## config.mk

```make
export PLATFORM = sky130hd
export DESIGN_NAME = truth_table_scanner
export DESIGN_NICKNAME = d
export VERILOG_FILES = /design/src/rtl/scan_pkg.sv /design/src/rtl/settle_timer.sv /design/src/rtl/truth_table_scanner.sv
export SDC_FILE = /design/constraint.sdc
export NUM_CORES = 1
export LEC_CHECK = 0
export CAP_MARGIN = 40
export CORE_MARGIN = 1.5
export CORE_UTILIZATION = 40
export CTS_BUF_LIST = sky130_fd_sc_hd__clkbuf_8
export DETAILED_ROUTE_END_ITERATION = 8
export GPL_ROUTABILITY_DRIVEN = 0
export GPL_TIMING_DRIVEN = 0
export PLACE_DENSITY_LB_ADDON = 0.15
export SLEW_MARGIN = 0
export SYNTH_ARGS = -nofsm -noshare
export SYNTH_HDL_FRONTEND = slang
export SYNTH_SLANG_ARGS = --single-unit
```

## constraint.sdc

```tcl
create_clock -name clk -period 5.8 [get_ports clk]
set_input_delay 0.87 -clock clk [delete_from_list [all_inputs] [get_ports clk]]
set_output_delay 0.87 -clock clk [all_outputs]
set_load 0.01 [all_outputs]
```

## src/rtl/scan_pkg.sv

```systemverilog
// rtl/scan_pkg.sv - shared types and sizes for the truth table scanner
package scan_pkg;

  localparam int VEC_W = 5;
  localparam int N_VEC = 32;
  localparam int CNT_W = 4;

  typedef enum logic [1:0] {
    ST_IDLE   = 2'd0,
    ST_WAIT   = 2'd1,
    ST_SAMPLE = 2'd2,
    ST_DONE   = 2'd3
  } scan_state_e;

  // busy covers the settle and sample phases only; DONE is not busy
  function automatic logic is_busy(input scan_state_e s);
    return (s == ST_WAIT) || (s == ST_SAMPLE);
  endfunction

endpackage

```

## src/rtl/settle_timer.sv

```systemverilog
// rtl/settle_timer.sv - loadable settle countdown with combinational expire
module settle_timer
  import scan_pkg::*;
(
  input  logic             clk,
  input  logic             rst,
  input  logic             load_i,
  input  logic [CNT_W-1:0] count_i,
  output logic             expire_o
);

  logic [CNT_W-1:0] cnt_q;
  logic [CNT_W-1:0] cnt_d;

  // load wins; otherwise count down and park at zero
  always_comb begin
    cnt_d = cnt_q;
    if (load_i) begin
      cnt_d = count_i;
    end else if (cnt_q != '0) begin
      cnt_d = cnt_q - CNT_W'(1);
    end
  end

  // counter register
  always_ff @(posedge clk) begin
    if (rst) begin
      cnt_q <= '0;
    end else begin
      cnt_q <= cnt_d;
    end
  end

  // expire is decoded from the current count so the FSM reacts in the same cycle
  assign expire_o = (cnt_q == CNT_W'(1));

endmodule

```

## src/rtl/truth_table_scanner.sv

```systemverilog
// rtl/truth_table_scanner.sv - exhaustive 5-input truth table capture and compare
module truth_table_scanner
  import scan_pkg::*;
#(
  parameter int unsigned       SETTLE   = 2,
  parameter logic [N_VEC-1:0]  EXPECTED = 32'hA2A02255
)
(
  input  logic             clk,
  input  logic             rst,
  input  logic             start,
  input  logic             abort,
  input  logic             dut_out,
  output logic [VEC_W-1:0] vec,
  output logic             busy,
  output logic             done,
  output logic [N_VEC-1:0] table_q,
  output logic [5:0]       mismatch_cnt,
  output logic             pass
);

  localparam logic [VEC_W-1:0] LAST_VEC   = VEC_W'(N_VEC - 1);
  localparam logic [CNT_W-1:0] SETTLE_VAL = CNT_W'(SETTLE);

  scan_state_e      state_q, state_d;
  logic [VEC_W-1:0] vec_q, vec_d;
  logic [N_VEC-1:0] tbl_q, tbl_d;
  logic [5:0]       mis_q, mis_d;
  logic             pass_q, pass_d;

  logic             expire;
  logic             load;
  logic             clear;
  logic             sample_en;
  logic             finish;

  settle_timer u_settle_timer (
    .clk      (clk),
    .rst      (rst),
    .load_i   (load),
    .count_i  (SETTLE_VAL),
    .expire_o (expire)
  );

  // state register
  always_ff @(posedge clk) begin
    if (rst) begin
      state_q <= ST_IDLE;
    end else begin
      state_q <= state_d;
    end
  end

  // next state: abort only matters while busy, start only in IDLE
  always_comb begin
    state_d = state_q;
    unique case (state_q)
      ST_IDLE: begin
        if (start) state_d = ST_WAIT;
      end
      ST_WAIT: begin
        if (abort)       state_d = ST_IDLE;
        else if (expire) state_d = ST_SAMPLE;
      end
      ST_SAMPLE: begin
        if (abort)                  state_d = ST_IDLE;
        else if (vec_q == LAST_VEC) state_d = ST_DONE;
        else                        state_d = ST_WAIT;
      end
      ST_DONE: begin
        state_d = ST_IDLE;
      end
      default: state_d = ST_IDLE;
    endcase
  end

  // FSM outputs and datapath strobes
  always_comb begin
    busy      = is_busy(state_q);
    done      = (state_q == ST_DONE);
    clear     = (state_q == ST_IDLE) && start;
    sample_en = (state_q == ST_SAMPLE) && !abort;
    load      = clear || (sample_en && (vec_q != LAST_VEC));
    finish    = (state_q == ST_DONE);
  end

  // datapath next state: clear on accepted start, capture and compare on sample
  always_comb begin
    vec_d  = vec_q;
    tbl_d  = tbl_q;
    mis_d  = mis_q;
    pass_d = pass_q;
    if (clear) begin
      vec_d  = '0;
      tbl_d  = '0;
      mis_d  = '0;
      pass_d = 1'b0;
    end
    if (sample_en) begin
      tbl_d[vec_q] = dut_out;
      if (dut_out != EXPECTED[vec_q]) begin
        mis_d = mis_q + 6'd1;
      end
      if (vec_q != LAST_VEC) begin
        vec_d = vec_q + VEC_W'(1);
      end
    end
    if (finish) begin
      pass_d = (mis_q == 6'd0);
    end
  end

  // datapath registers
  always_ff @(posedge clk) begin
    if (rst) begin
      vec_q  <= '0;
      tbl_q  <= '0;
      mis_q  <= '0;
      pass_q <= 1'b0;
    end else begin
      vec_q  <= vec_d;
      tbl_q  <= tbl_d;
      mis_q  <= mis_d;
      pass_q <= pass_d;
    end
  end

  assign vec          = vec_q;
  assign table_q      = tbl_q;
  assign mismatch_cnt = mis_q;
  assign pass         = pass_q;

endmodule
```

==> impl_metrics.toml <==
# implementation run metrics
[synth]
synthDistinctLibCells = 42
postSynthSeqShare_pct = 40.1
postSynthCellCount = 309
ys_chip_area_um2 = 2540
syn_avg_cell_area_um2 = 8.24
async_flop_share_pct = 0
mappedNetlistNets = 327
synth.yosys.num_cells = 309
synth-warning-count = 0

[power_and_ir_drop]
clock_power_share_pct = 32.5
p_sw_share_pct = 25.5
p_total_mw = 0.606
maxPowerGroup = "registers"
pwr-share-seq_pct = 58.7
comb_power_share_pct = 8.9
leakagePower_nw = 1.07
net_switching_power_mw = 0.154
p_clk_mw = 0.197
seq_power_mw = 0.355

[cts]
clk_transition_reported_paths_ns = 0.09
cts_tree = "done"
clock-sinks = 51
clk_root_buf = "sky130_fd_sc_hd__clkbuf_8"

[setup_path]
regToRegSetupSlack_ns = 3.40
cpLargestDelayFamily = "multiplexers"
timing.rr.start = "vec[3]"
path_max_fanout = 8
crit_chain = "clkdlybuf4s50_1 -> nand2b_1 -> buf_6 -> nor2_1 -> mux2_2 -> nor2_1 -> mux2_2"
timing.critical_path.depth = 7
timing.critical_path.from = "abort"
crit_path_end_kind = "flop"

[global_routing]
grt-busiest-layer = "met2"
globalRouteMet1Util_pct = 28.7
overflow = 0
use_met3_pct = 3.52
pin_count_of_the_biggest_net_entering_global_routing = 15
grt.total_usage_pct = 20.1
grt_pass1_vias = 2201

[layout]
drive_gt1_share_pct = 6.01
flops = 51
signal_buf_overhead_pct = 18.6
multiInputGateArea_um2 = 1390
ff_latch_area_um2 = 1020
most_numerous_logic_cells_after_layout = "sky130_fd_sc_hd__dfxtp_1, sky130_fd_sc_hd__clkdlybuf4s50_1, sky130_fd_sc_hd__nand3_1"
nFillCells = 598
layout_top_cell_excl_fill_tap = "sky130_fd_sc_hd__dfxtp_1"
logic_gate_count = 225
final_net_count = 383
clk_buf_instances = 5
number_of_signal_net_buffers_in_the_layout = 73
synth_to_final_area_change_pct = 26.2

[die]
die_x_um = 82.8
die_height_um = 82.8
num_rows = 28
tap-cell-count = 75
core_footprint_um2 = 6030
io_pins = 51

[sta]
worst_pin_slew_ns = 0.818
timing.final.max_slew_violations = 0
finalClockSkew_ns = 0.00469
fin_hold_ws_ns = 0.474
grt_setup_unrepaired = "false"
fin_tns_setup_ns = 0
final_min_period_over_clock_period_pct = 43.3
hold_viol = 0
timing.slew.headroom_pct = 45.3

[placement]
pre_cts_slack_ns = 2.96
dpl.cell_count = 433

[worst_hold_path]
hold-path-cell-count = 2

[outcome]
outcome = "completed"

[detailed_routing]
drc_errors = 0
met2RoutedLength_mm = 2.91
routed_wl_mm = 6.43

[job]
timing.max_cap.violations = 0
warning_count = 35
## worst min path at each step
stage | from | endpoint | slack [ns]
finish | table_q[10] | table_q[10] | 0.47
global route | table_q[10] | table_q[10] | 0.50
CTS | table_q[10] | table_q[10] | 0.48
detailed placement | table_q[10] | table_q[10] | 0.46
global placement | table_q[19] | table_q[19] | 0.46
floorplan | u_settle_timer.cnt_q[3] | u_settle_timer.cnt_q[3] | 0.46
## synth_stat cells (3+ instances only)
cell type | count | area [um2]
sky130_fd_sc_hd__dfxtp_1 | 51 | 1020
sky130_fd_sc_hd__nand3_1 | 44 | 220
sky130_fd_sc_hd__a21oi_1 | 43 | 215
sky130_fd_sc_hd__o211ai_1 | 26 | 195
sky130_fd_sc_hd__nand2_1 | 22 | 82.6
sky130_fd_sc_hd__nor2_1 | 18 | 67.6
sky130_fd_sc_hd__clkbuf_1 | 16 | 60.1
sky130_fd_sc_hd__ha_1 | 13 | 163
sky130_fd_sc_hd__inv_1 | 9 | 33.8
sky130_fd_sc_hd__and2_1 | 7 | 43.8
sky130_fd_sc_hd__buf_2 | 6 | 30.0
sky130_fd_sc_hd__nand3b_1 | 6 | 45.0
sky130_fd_sc_hd__o21ai_0 | 6 | 30.0
sky130_fd_sc_hd__nor3_1 | 5 | 25.0
sky130_fd_sc_hd__and3_1 | 3 | 18.8
## cells by family (layout without fill, tap and decap cells)
kind of cell / count (synthesis) / in the layout / share of synthesized area [%]
fa+ha+maj: 13 / 13 / 6.39
simple gates: 123 / 123 / 25.4
flops: 51 / 51 / 40.1
mux: 3 / 3 / 1.28
compound gates: 85 / 85 / 21.0
buf+inv: 33 / 90 / 5.46
xor+xnor: 1 / 1 / 0.344
**Ports around the boundary**

The bar under the picture is 20 um long. Pins as bars across the die edge, other pins in gray.
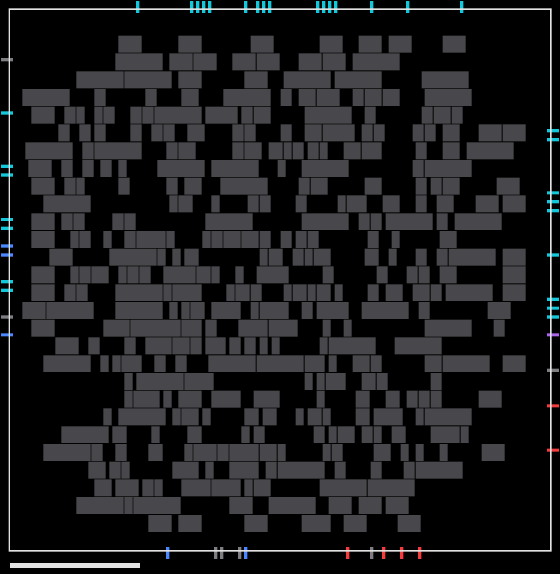
`mismatch_cnt`: marked red, pins 6, direction output, edge 4 south, 2 east. `vec`: marked blue, pins 5, direction output, edge 3 west, 2 south. `dut_out`: marked purple, pins 1, direction input, edge east. `table_q`: marked cyan, pins 32, direction output, edge 16 north, 9 east, 7 west.

**Layout detail**

The bar under the picture is 20 um long. Region (16, 33) to (66, 83) um. Cells in gray, sequential cells in the stronger gray; small squares are vias.
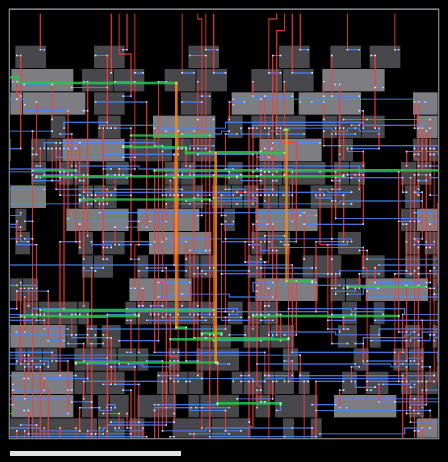
M2: marked red. M4: marked orange. M1: marked blue. M3: marked green.
166 logic cells have their middle in the window. Sequential cells in the window: 20. Most frequent: nand3_1 (29), a21oi_1 (24), dfxtp_1 (20). Netlist names of flops here include `table_q` (19), `vec` (1).

No activity file was given, so power comes from the tool's default toggle rates.
